--- src/rtl/mult_pkg.sv ---
// Shared types and helpers for the radix-4 Booth multiplier: FSM states, Booth
// operand select encoding, triplet decode and iteration count.
package mult_pkg;

   typedef enum logic [1:0] {
      ST_IDLE = 2'b00,
      ST_MUL  = 2'b01,
      ST_DONE = 2'b10
   } state_t;

   typedef enum logic [2:0] {
      SEL_ZERO = 3'd0,
      SEL_P1   = 3'd1,
      SEL_P2   = 3'd2,
      SEL_M1   = 3'd3,
      SEL_M2   = 3'd4
   } booth_sel_t;

   // Iterations for a W-bit operand extended to W+2 bits, two bits per step.
   function automatic int ITER(input int w);
      return w / 2 + 1;
   endfunction

   function automatic booth_sel_t booth_decode(input logic [2:0] trip);
      booth_sel_t sel;
      case (trip)
         3'b001, 3'b010: sel = SEL_P1;
         3'b011:         sel = SEL_P2;
         3'b100:         sel = SEL_M2;
         3'b101, 3'b110: sel = SEL_M1;
         default:        sel = SEL_ZERO;
      endcase
      return sel;
   endfunction

endpackage

--- src/rtl/booth_r4_sel.sv ---
// Booth triplet decode: turns {A[2i+1],A[2i],A[2i-1]} into a WIDTH+3-bit
// partial-product operand; negation is bit inversion plus o_cin.
module booth_r4_sel
   import mult_pkg::*;
#(
   parameter int WIDTH = 64
) (
   input  logic [2:0]              i_trip,
   input  logic signed [WIDTH+1:0] i_b,
   output logic [WIDTH+2:0]        o_pp,
   output logic                    o_cin
);

   logic [WIDTH+2:0] w_b1;
   logic [WIDTH+2:0] w_b2;
   booth_sel_t       w_sel;

   assign w_b1  = {i_b[WIDTH+1], i_b};
   assign w_b2  = {i_b, 1'b0};
   assign w_sel = booth_decode(i_trip);

   always_comb begin
      o_pp  = '0;
      o_cin = 1'b0;
      case (w_sel)
         SEL_P1: o_pp = w_b1;
         SEL_P2: o_pp = w_b2;
         SEL_M1: begin
            o_pp  = ~w_b1;
            o_cin = 1'b1;
         end
         SEL_M2: begin
            o_pp  = ~w_b2;
            o_cin = 1'b1;
         end
         default: begin
            o_pp  = '0;
            o_cin = 1'b0;
         end
      endcase
   end

endmodule

--- src/rtl/booth_r4_mult.sv ---
// Sequential radix-4 Booth multiplier, signed/unsigned, 2 multiplier bits per cycle.
// Optional macro MULT_EARLY_OUT_EN: a zero operand at start finishes immediately.
module booth_r4_mult
   import mult_pkg::*;
#(
   parameter int WIDTH = 64
) (
   input  logic                 clk,
   input  logic                 reset_n,
   input  logic                 i_op_start,
   input  logic                 i_op_clear,
   input  logic                 i_is_signed,
   input  logic [WIDTH-1:0]     i_multiplier,
   input  logic [WIDTH-1:0]     i_multiplicand,
   output logic                 o_busy,
   output logic                 o_op_done,
   output logic [2*WIDTH-1:0]   o_result
);

   localparam int N     = ITER(WIDTH);
   localparam int CNT_W = $clog2(N + 1);
   localparam int EW    = WIDTH + 2;
   localparam int AW    = WIDTH + 3;

   state_t                r_state;
   state_t                w_state_nxt;
   logic                  w_load;
   logic                  w_step;
   logic                  w_clr;
   logic                  w_zero;
   logic signed [AW-1:0]  r_acc;
   logic [EW-1:0]         r_a;
   logic                  r_prev;
   logic signed [EW-1:0]  r_b;
   logic [CNT_W-1:0]      r_cnt;
   logic [2*WIDTH-1:0]    r_result;

   logic [EW-1:0]         w_a_ext;
   logic signed [EW-1:0]  w_b_ext;
   logic [AW-1:0]         w_pp;
   logic                  w_cin;
   logic signed [AW-1:0]  w_sum;
   logic signed [AW-1:0]  w_acc_nxt;
   logic [EW-1:0]         w_a_nxt;
   logic [2*WIDTH-1:0]    w_prod;
   logic                  w_last;

   assign w_a_ext = {{2{i_is_signed & i_multiplier[WIDTH-1]}}, i_multiplier};
   assign w_b_ext = {{2{i_is_signed & i_multiplicand[WIDTH-1]}}, i_multiplicand};

`ifdef MULT_EARLY_OUT_EN
   assign w_zero = (i_multiplier == '0) || (i_multiplicand == '0);
`else
   assign w_zero = 1'b0;
`endif

   booth_r4_sel #(.WIDTH(WIDTH)) u_sel (
      .i_trip (({r_a[1:0], r_prev})),
      .i_b    (r_b),
      .o_pp   (w_pp),
      .o_cin  (w_cin)
   );

   // Add, then shift {acc, A} arithmetically right by two; the product's low
   // WIDTH+2 bits end up in the A register, the rest in the accumulator.
   assign w_sum     = r_acc + w_pp + AW'(w_cin);
   assign w_acc_nxt = w_sum >>> 2;
   assign w_a_nxt   = {w_sum[1:0], r_a[EW-1:2]};
   assign w_prod    = {w_acc_nxt[WIDTH-3:0], w_a_nxt};
   assign w_last    = (r_cnt == CNT_W'(1));

   always_ff @(posedge clk or negedge reset_n) begin
      if (!reset_n) r_state <= ST_IDLE;
      else          r_state <= w_state_nxt;
   end

   always_comb begin
      w_state_nxt = r_state;
      w_load      = 1'b0;
      w_step      = 1'b0;
      w_clr       = 1'b0;
      case (r_state)
         ST_IDLE, ST_DONE: begin
            if (i_op_clear) begin
               w_clr       = 1'b1;
               w_state_nxt = ST_IDLE;
            end else if (i_op_start) begin
               w_load      = 1'b1;
               w_state_nxt = w_zero ? ST_DONE : ST_MUL;
            end
         end
         ST_MUL: begin
            if (i_op_clear) begin
               w_clr       = 1'b1;
               w_state_nxt = ST_IDLE;
            end else begin
               w_step = 1'b1;
               if (w_last) w_state_nxt = ST_DONE;
            end
         end
         default: w_state_nxt = ST_IDLE;
      endcase
   end

   always_ff @(posedge clk or negedge reset_n) begin
      if (!reset_n) begin
         r_acc    <= '0;
         r_a      <= '0;
         r_prev   <= 1'b0;
         r_b      <= '0;
         r_cnt    <= '0;
         r_result <= '0;
      end else if (w_clr) begin
         r_result <= '0;
      end else if (w_load) begin
         r_acc    <= '0;
         r_a      <= w_a_ext;
         r_prev   <= 1'b0;
         r_b      <= w_b_ext;
         r_cnt    <= CNT_W'(N);
         r_result <= '0;
      end else if (w_step) begin
         r_acc  <= w_acc_nxt;
         r_a    <= w_a_nxt;
         r_prev <= r_a[1];
         r_cnt  <= r_cnt - 1'b1;
         if (w_last) r_result <= w_prod;
      end
   end

   assign o_busy    = (r_state == ST_MUL);
   assign o_op_done = (r_state == ST_DONE);
   assign o_result  = r_result;

endmodule
--- config.mk ---
export PLATFORM = sky130hd
export DESIGN_NAME = booth_r4_mult
export DESIGN_NICKNAME = d
export VERILOG_FILES = /design/src/rtl/mult_pkg.sv /design/src/rtl/booth_r4_sel.sv /design/src/rtl/booth_r4_mult.sv
export SDC_FILE = /design/constraint.sdc
export NUM_CORES = 1
export LEC_CHECK = 0
export ABC_CLOCK_PERIOD_IN_PS = 5800
export CAP_MARGIN = 20
export CORE_MARGIN = 3
export CORE_UTILIZATION = 56
export CTS_CLUSTER_DIAMETER = 200
export DETAILED_ROUTE_END_ITERATION = 8
export PLACE_DENSITY = 0.92
export SYNTH_ARGS = -nofsm -noshare
export SYNTH_HDL_FRONTEND = slang
export SYNTH_HIERARCHICAL = 1
export SYNTH_SLANG_ARGS = --single-unit
--- constraint.sdc ---
create_clock -name clk -period 5.8 [get_ports clk]
set_clock_uncertainty 0.2 [all_clocks]
set_input_delay 0.87 -clock clk [delete_from_list [all_inputs] [get_ports clk]]
set_output_delay 0.87 -clock clk [all_outputs]
set_load 0.01 [all_outputs]
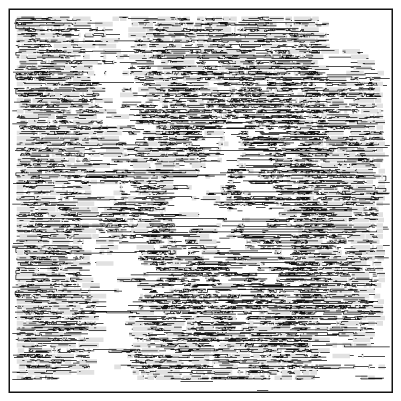
**Above:** run 1 (met1 routing).
Scale: 2 px per micron. Cells faint in the background.
The longest straight run is 57.3 microns. The wires run mostly horizontal. The layer holds 40% of the routed length. The layer carries 23.8 mm of wire.

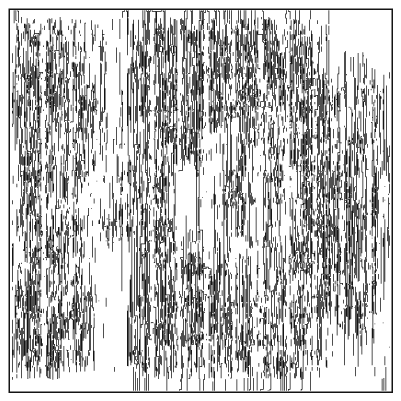
**Above:** run 1 (signal wires on met2).
Scale: 2 px per micron.
The longest straight run is 84.1 microns. The layer holds 46% of the routed length. The wires run mostly vertical. The layer carries 27.4 mm of wire.

==> impl_metrics.tcl, run 1 <==
# flow metrics
set metrics [dict create \
    p_seq_share_pct 25.1 \
    clock_path_buffers 3 \
    cts_buffers 37 \
    cp_max_fo 48 \
    final-hold-violation-count 0 \
    syn_area_sq_um 19100 \
    cts_hold_buf 0 \
    critPathCaptureType "register" \
    synthCells 2136 \
    cts_sinks 333 \
    top_cells_by_area "dfrtp_1, nand2_1, xnor2_1" \
    design_area_sq_um 23200 \
    wl_met3_microns 5540 \
    busiest_layer "met2" \
    worst_pin_slew_ns 1.06 \
    route.met2.wl_microns 27400 \
    numSynthFlops 333 \
    boundaryPins 263 \
    openroad.warnings 33 \
    power_mw 15.1 \
    cts_tree "done" \
    dp.cells 2721 \
    whs_ns 0.158 \
    io_buffer_count 262 \
    hp-class "in -> async" \
    drv_slew 0 \
    grt_pass1_wl_microns 93800 \
    worst_ep_arrival_time_ns 5.29 \
    reg2reg_depth 14 \
    yosys-top-cells-count "nand2_1, dfrtp_1, o21ai_0, clkbuf_1, a21oi_1" \
    grt_pass1_vias 17357 \
    chip_area_sq_um 36400 \
    gr-total-overflow 0 \
    final_cell_mix "nand2_1, dfrtp_1, clkdlybuf4s50_1, o21ai_0, a21oi_1" \
    diodes 0 \
    setup_viol 0 \
    r2r_slack_ns 0.73 \
    grt_use_met1_pct 41.4 \
    clk-insertion-delay-late_ns 0.55 \
    setup_ws_ns 0.733 \
    maxSlewHeadroom_pct 29.2 \
    cpPeakStageDelay_ns 0.78 \
    worstReg2RegEnd "r_acc[62]" \
    syn_to_final_growth_pct 21.4 \
    most_common_cell "nand2_1" \
    grt_max_degree 120 \
    p_sw_mw 7.21 \
    drt_iter0_drc 1360 \
    top_layer "met5" \
    critPathTopFamily "AND-OR/OR-AND gates" \
    drtAntennaViolNets 0 \
    crit_end "r_acc[62]" \
    power.share.switching_pct 47.8 \
    final_common_cell "nand2_1" \
    nNetsFinal 2514 \
    gp_congestion 0.972 \
    crit_chain "buf_4, xnor2_1, o221ai_2, fa_1, a21o_1, a221o_2, a2111oi_4, nor3_2, a31oi_4, o21ai_2, a21oi_2, nor3_1, or4b_1, a32o_1" \
    dp_slack_ns 0.828 \
    initial_core_util_pct 56.8 \
    crit_buf_inv 1 \
    die_h_microns 191 \
    grt_use_total_pct 32.1 \
    dr.pass1.iters 5 \
    max_freq_ghz 0.197 \
    criticalPathCategory "reg -> reg" \
    finalClockPeriodUsage_pct 87.4 \
    antenna_found_initial 3 \
    stdcell_count 2788 \
    p_clk_share_pct 16.0 \
    wl_met1_microns 23800 \
    crit_path_start "r_a[1]" \
    intPower_mw 7.88 \
    hpwlAfterDp_microns 40200 \
    grtUsageMet2_pct 52.5 \
    peakVddDrop_v 0.000344 \
    cts.clk_slew.worst_paths_ns 0.06 \
    core_sq_um 33600 \
    grt_setup_unrepaired "false" \
    drive_gt1_share_pct 7.61 \
    root_buffer "clkbuf_16" \
    p_leak_nw 10.0 \
    top_area_share_pct 43.6 \
    powerDensity_nw_per_um2 651 \
    ys_chip_area_sq_um 19100 \
    cts_resized 0 \
    row_count 67 \
    synth_cell_types 68 \
    h-tree-depth 2 \
    clock_power_mw 2.41 \
    tns_ns 0 \
    wl_per_cell_microns 21.2 \
    die_w_microns 191 \
    postSynth.asyncResetShare_pct 100 \
    p_seq_mw 3.79 \
    min_period_ns 5.07 \
    postSynthSeqShare_pct 43.6 \
    worstPathRequired_ns 6.03 \
    synth.avg_cell_area_sq_um 8.94 \
    power.group.top "combinational cells" \
    yosys_cells 2136 \
    cpMaxStageDelayCell "dfrtp_4" \
    path_depth 14 \
    outcome "complete, no violations" \
    edf_count 0 \
    ys.flop_type "dfrtp_1" \
    drcViolationCount 0 \
    cp-start-kind "register" \
    p_comb_mw 8.89 \
    avgViaCountPerCell 6.24 \
    power_frac_comb_pct 58.9 \
    cts_setup_buffers 0 \
    fin_util_pct 69.0 \
    reg2reg_from "r_a[1]" \
    fp_nets 2338 \
    dpl_cell_area_sq_um 22000 \
    yosys.area.top_type "dfrtp_1" \
    yosysWarningCount 6 \
    drv_cap 0 \
]
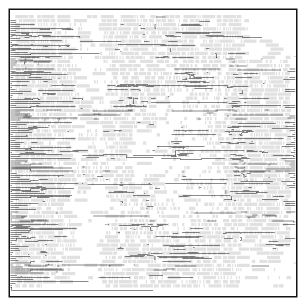
**Above:** run 1 (met3 routing).
Scale: 1.5 px per micron. Cells faint in the background.
393 nets have wire on it. The wires run mostly horizontal. The longest straight run is 94.1 microns.
GR Util met3: 8.13%
DR vias: 17390
final wirelength: 59200 microns

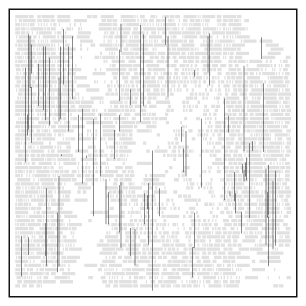
**Above:** run 1 (signal wires on met4).
Scale: 1.5 px per micron. Cells faint in the background.
The wires run mostly vertical. The layer carries 2380 microns of wire. The layer holds 4.0% of the routed length. 58 nets have wire on it.

## run 1: cells by family after synthesis
group                      count (synthesis)  synth area share, %
muxes                                      1               0.0524
buffers and inverters                    174                 3.81
adders and majority gates                 69                 4.60
AOI/OAI and AO/OA                        565                 21.7
and+or+nand+nor                          862                 20.1
DFF                                      333                 43.6
xor gates and xnor gates                 132                 6.05
## run 1: layout make-up
cell class | count | area, sq um
fillers | 2486 | 10400
multi-input cells | 1629 | 10100
flip-flops and latches | 333 | 8340
repair buffers | 294 | 2890
clock buffers | 51 | 1040
well taps | 448 | 561
clock inverters | 16 | 191
inverters | 17 | 63.8
## run 1: sequential cells by signal, indices dropped and copies added (netlist names)
signal	flops
o_result	128
r_a	66
r_acc	65
r_b	65
r_cnt	6
r_prev	1
r_state	2
**Run 1: routing congestion**

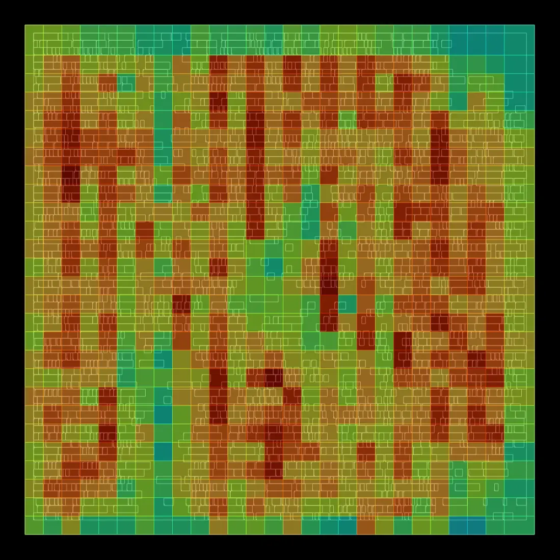

## Run 2: what changed since run 1
--- a/config.mk
+++ b/config.mk
@@ -11,7 +11,7 @@
 export CORE_UTILIZATION = 56
 export CTS_CLUSTER_DIAMETER = 200
 export DETAILED_ROUTE_END_ITERATION = 8
-export PLACE_DENSITY = 0.92
+export PLACE_DENSITY = 0.81
 export SYNTH_ARGS = -nofsm -noshare
 export SYNTH_HDL_FRONTEND = slang
 export SYNTH_HIERARCHICAL = 1
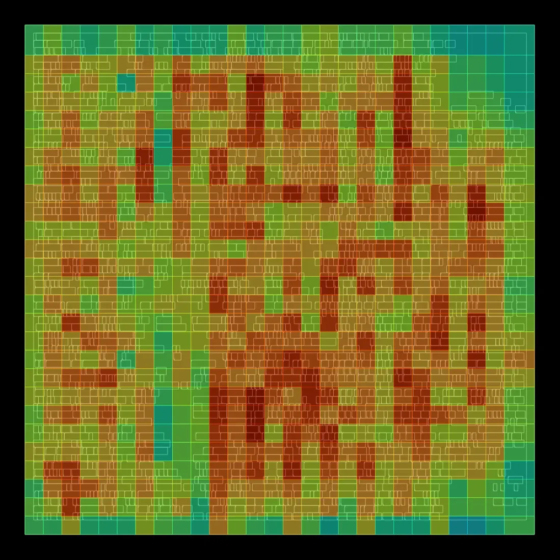
**Above:** run 2 (routing congestion).
gr usage total: 30.9%
DR WL/cell: 20.2 microns
Final Util: 69.0%

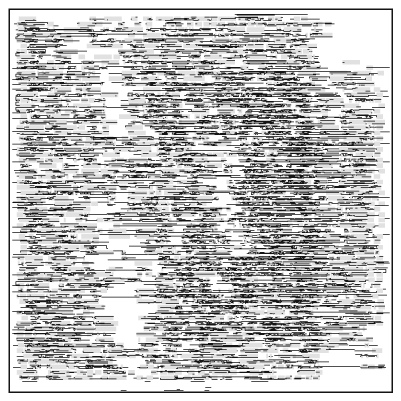
**Above:** run 2 (met1 routing).
Scale: 2 px per micron. Cells faint in the background.
The wires run mostly horizontal. The layer carries 23.0 mm of wire.
final wirelength: 56400 microns
DR vias: 17041

==> run 2 against run 1 <==
Maximum frequency increased by 2.0%. Highest routed layer is now met4. Critical path depth decreased by 1. Total power decreased by 0.37%. Synthesized area unchanged. Sequential power about the same.
==> impl_metrics.tcl, run 2 <==
# flow metrics
set metrics [dict create \
    outcome "complete, no violations" \
    crit_chain "xnor2_2, buf_4, o221ai_2, ha_1, nand4_1, or3_1, a2111oi_2, o211ai_1, o21bai_1, a31oi_1, o41ai_1, xor2_1, a22o_1" \
    avgViaCountPerCell 6.12 \
    ys.flop_type "dfrtp_1" \
    grt_pass1_vias 17022 \
    power_mw 15.0 \
    muxShareOfSynthArea_pct 0.0524 \
    yosysWarningCount 6 \
    cts_tree "done" \
    route.met2.wl_microns 26100 \
    chip_area_sq_um 36400 \
    synthCells 2136 \
    root_buffer "clkbuf_16" \
    yosys.area.top_type "dfrtp_1" \
    reg2reg_depth 13 \
    cp-start-kind "register" \
    drv_cap 0 \
    crit_path_start "r_a[0]" \
    drt_iter0_drc 1542 \
    top_area_share_pct 43.6 \
    worstPathRequired_ns 6.02 \
    cpMaxStageDelayCell "dfrtp_2" \
    critPathTopFamily "AND-OR/OR-AND gates" \
    fp_nets 2338 \
    power_frac_comb_pct 58.6 \
    io_buffer_count 262 \
    power.group.top "combinational cells" \
    grtUsageMet3_pct 9.30 \
    antenna_found_initial 1 \
    final_cell_mix "nand2_1, dfrtp_1, clkdlybuf4s50_1, o21ai_0, a21oi_1" \
    synth_cell_types 68 \
    grt_use_met1_pct 40.7 \
    row_count 67 \
    cp_max_fo 35 \
    gp_congestion 0.951 \
    crit_buf_inv 1 \
    drcViolationCount 0 \
    ys_chip_area_sq_um 19100 \
    synth.avg_cell_area_sq_um 8.94 \
    finalClockPeriodUsage_pct 85.7 \
    powerDensity_nw_per_um2 648 \
    reg2reg_from "r_a[0]" \
    wl_met1_microns 23000 \
    maxSlewHeadroom_pct 36.6 \
    design_area_sq_um 23200 \
    die_h_microns 191 \
    most_common_cell "nand2_1" \
    p_seq_mw 3.76 \
    worst_pin_slew_ns 0.951 \
    stdcell_count 2784 \
    core_sq_um 33600 \
    cts_sinks 333 \
    p_leak_nw 10.0 \
    compound_area_share_pct 21.7 \
    initial_core_util_pct 56.8 \
    grt_setup_unrepaired "false" \
    p_clk_share_pct 16.4 \
    cts_resized 0 \
    numSynthFlops 333 \
    worstReg2RegEnd "o_result[127]" \
    dp_slack_ns 0.944 \
    drive_gt1_share_pct 7.37 \
    top_layer "met4" \
    p_seq_share_pct 25.0 \
    gr-total-overflow 0 \
    h-tree-depth 2 \
    clock_power_mw 2.46 \
    hpwlAfterDp_microns 38000 \
    cts.clk_slew.worst_paths_ns 0.06 \
    whs_ns 0.142 \
    postSynth.asyncResetShare_pct 100 \
    drv_slew 0 \
    cts_setup_buffers 0 \
    max_freq_ghz 0.201 \
    peakVddDrop_v 0.000351 \
    criticalPathCategory "reg -> reg" \
    cpPeakStageDelay_ns 0.72 \
    r2r_slack_ns 0.83 \
    setup_ws_ns 0.831 \
    nNetsFinal 2510 \
    openroad.warnings 32 \
    top_cells_by_area "dfrtp_1, nand2_1, xnor2_1" \
    yosys-top-cells-count "nand2_1, dfrtp_1, o21ai_0, clkbuf_1, a21oi_1" \
    p_comb_mw 8.82 \
]
==> run 2: netlist changes by cell type in the layout (fill, tap and decap cells not counted) <==
| cell | delta |
|---|---|
| buf_16 | +1 |
| buf_4 | -6 |
| bufinv_16 | +2 |
| clkbuf_1 | +1 |
| clkbuf_8 | -1 |
| clkinv_2 | -4 |
| clkinvlp_4 | +2 |
| diode_2 | +1 |
| inv_16 | -1 |
| inv_6 | +1 |
==> run 2: layout make-up <==
class | instances | area [sq um]
antenna | 1 | 2.50
clock buffer | 51 | 1030
clock inverter | 16 | 235
fill | 2633 | 10400
inverter | 17 | 63.8
multi-input combinational | 1629 | 10100
sequential | 333 | 8340
tap | 448 | 561
timing repair buffer | 289 | 2880
Power is estimated from default activity; no workload was simulated.
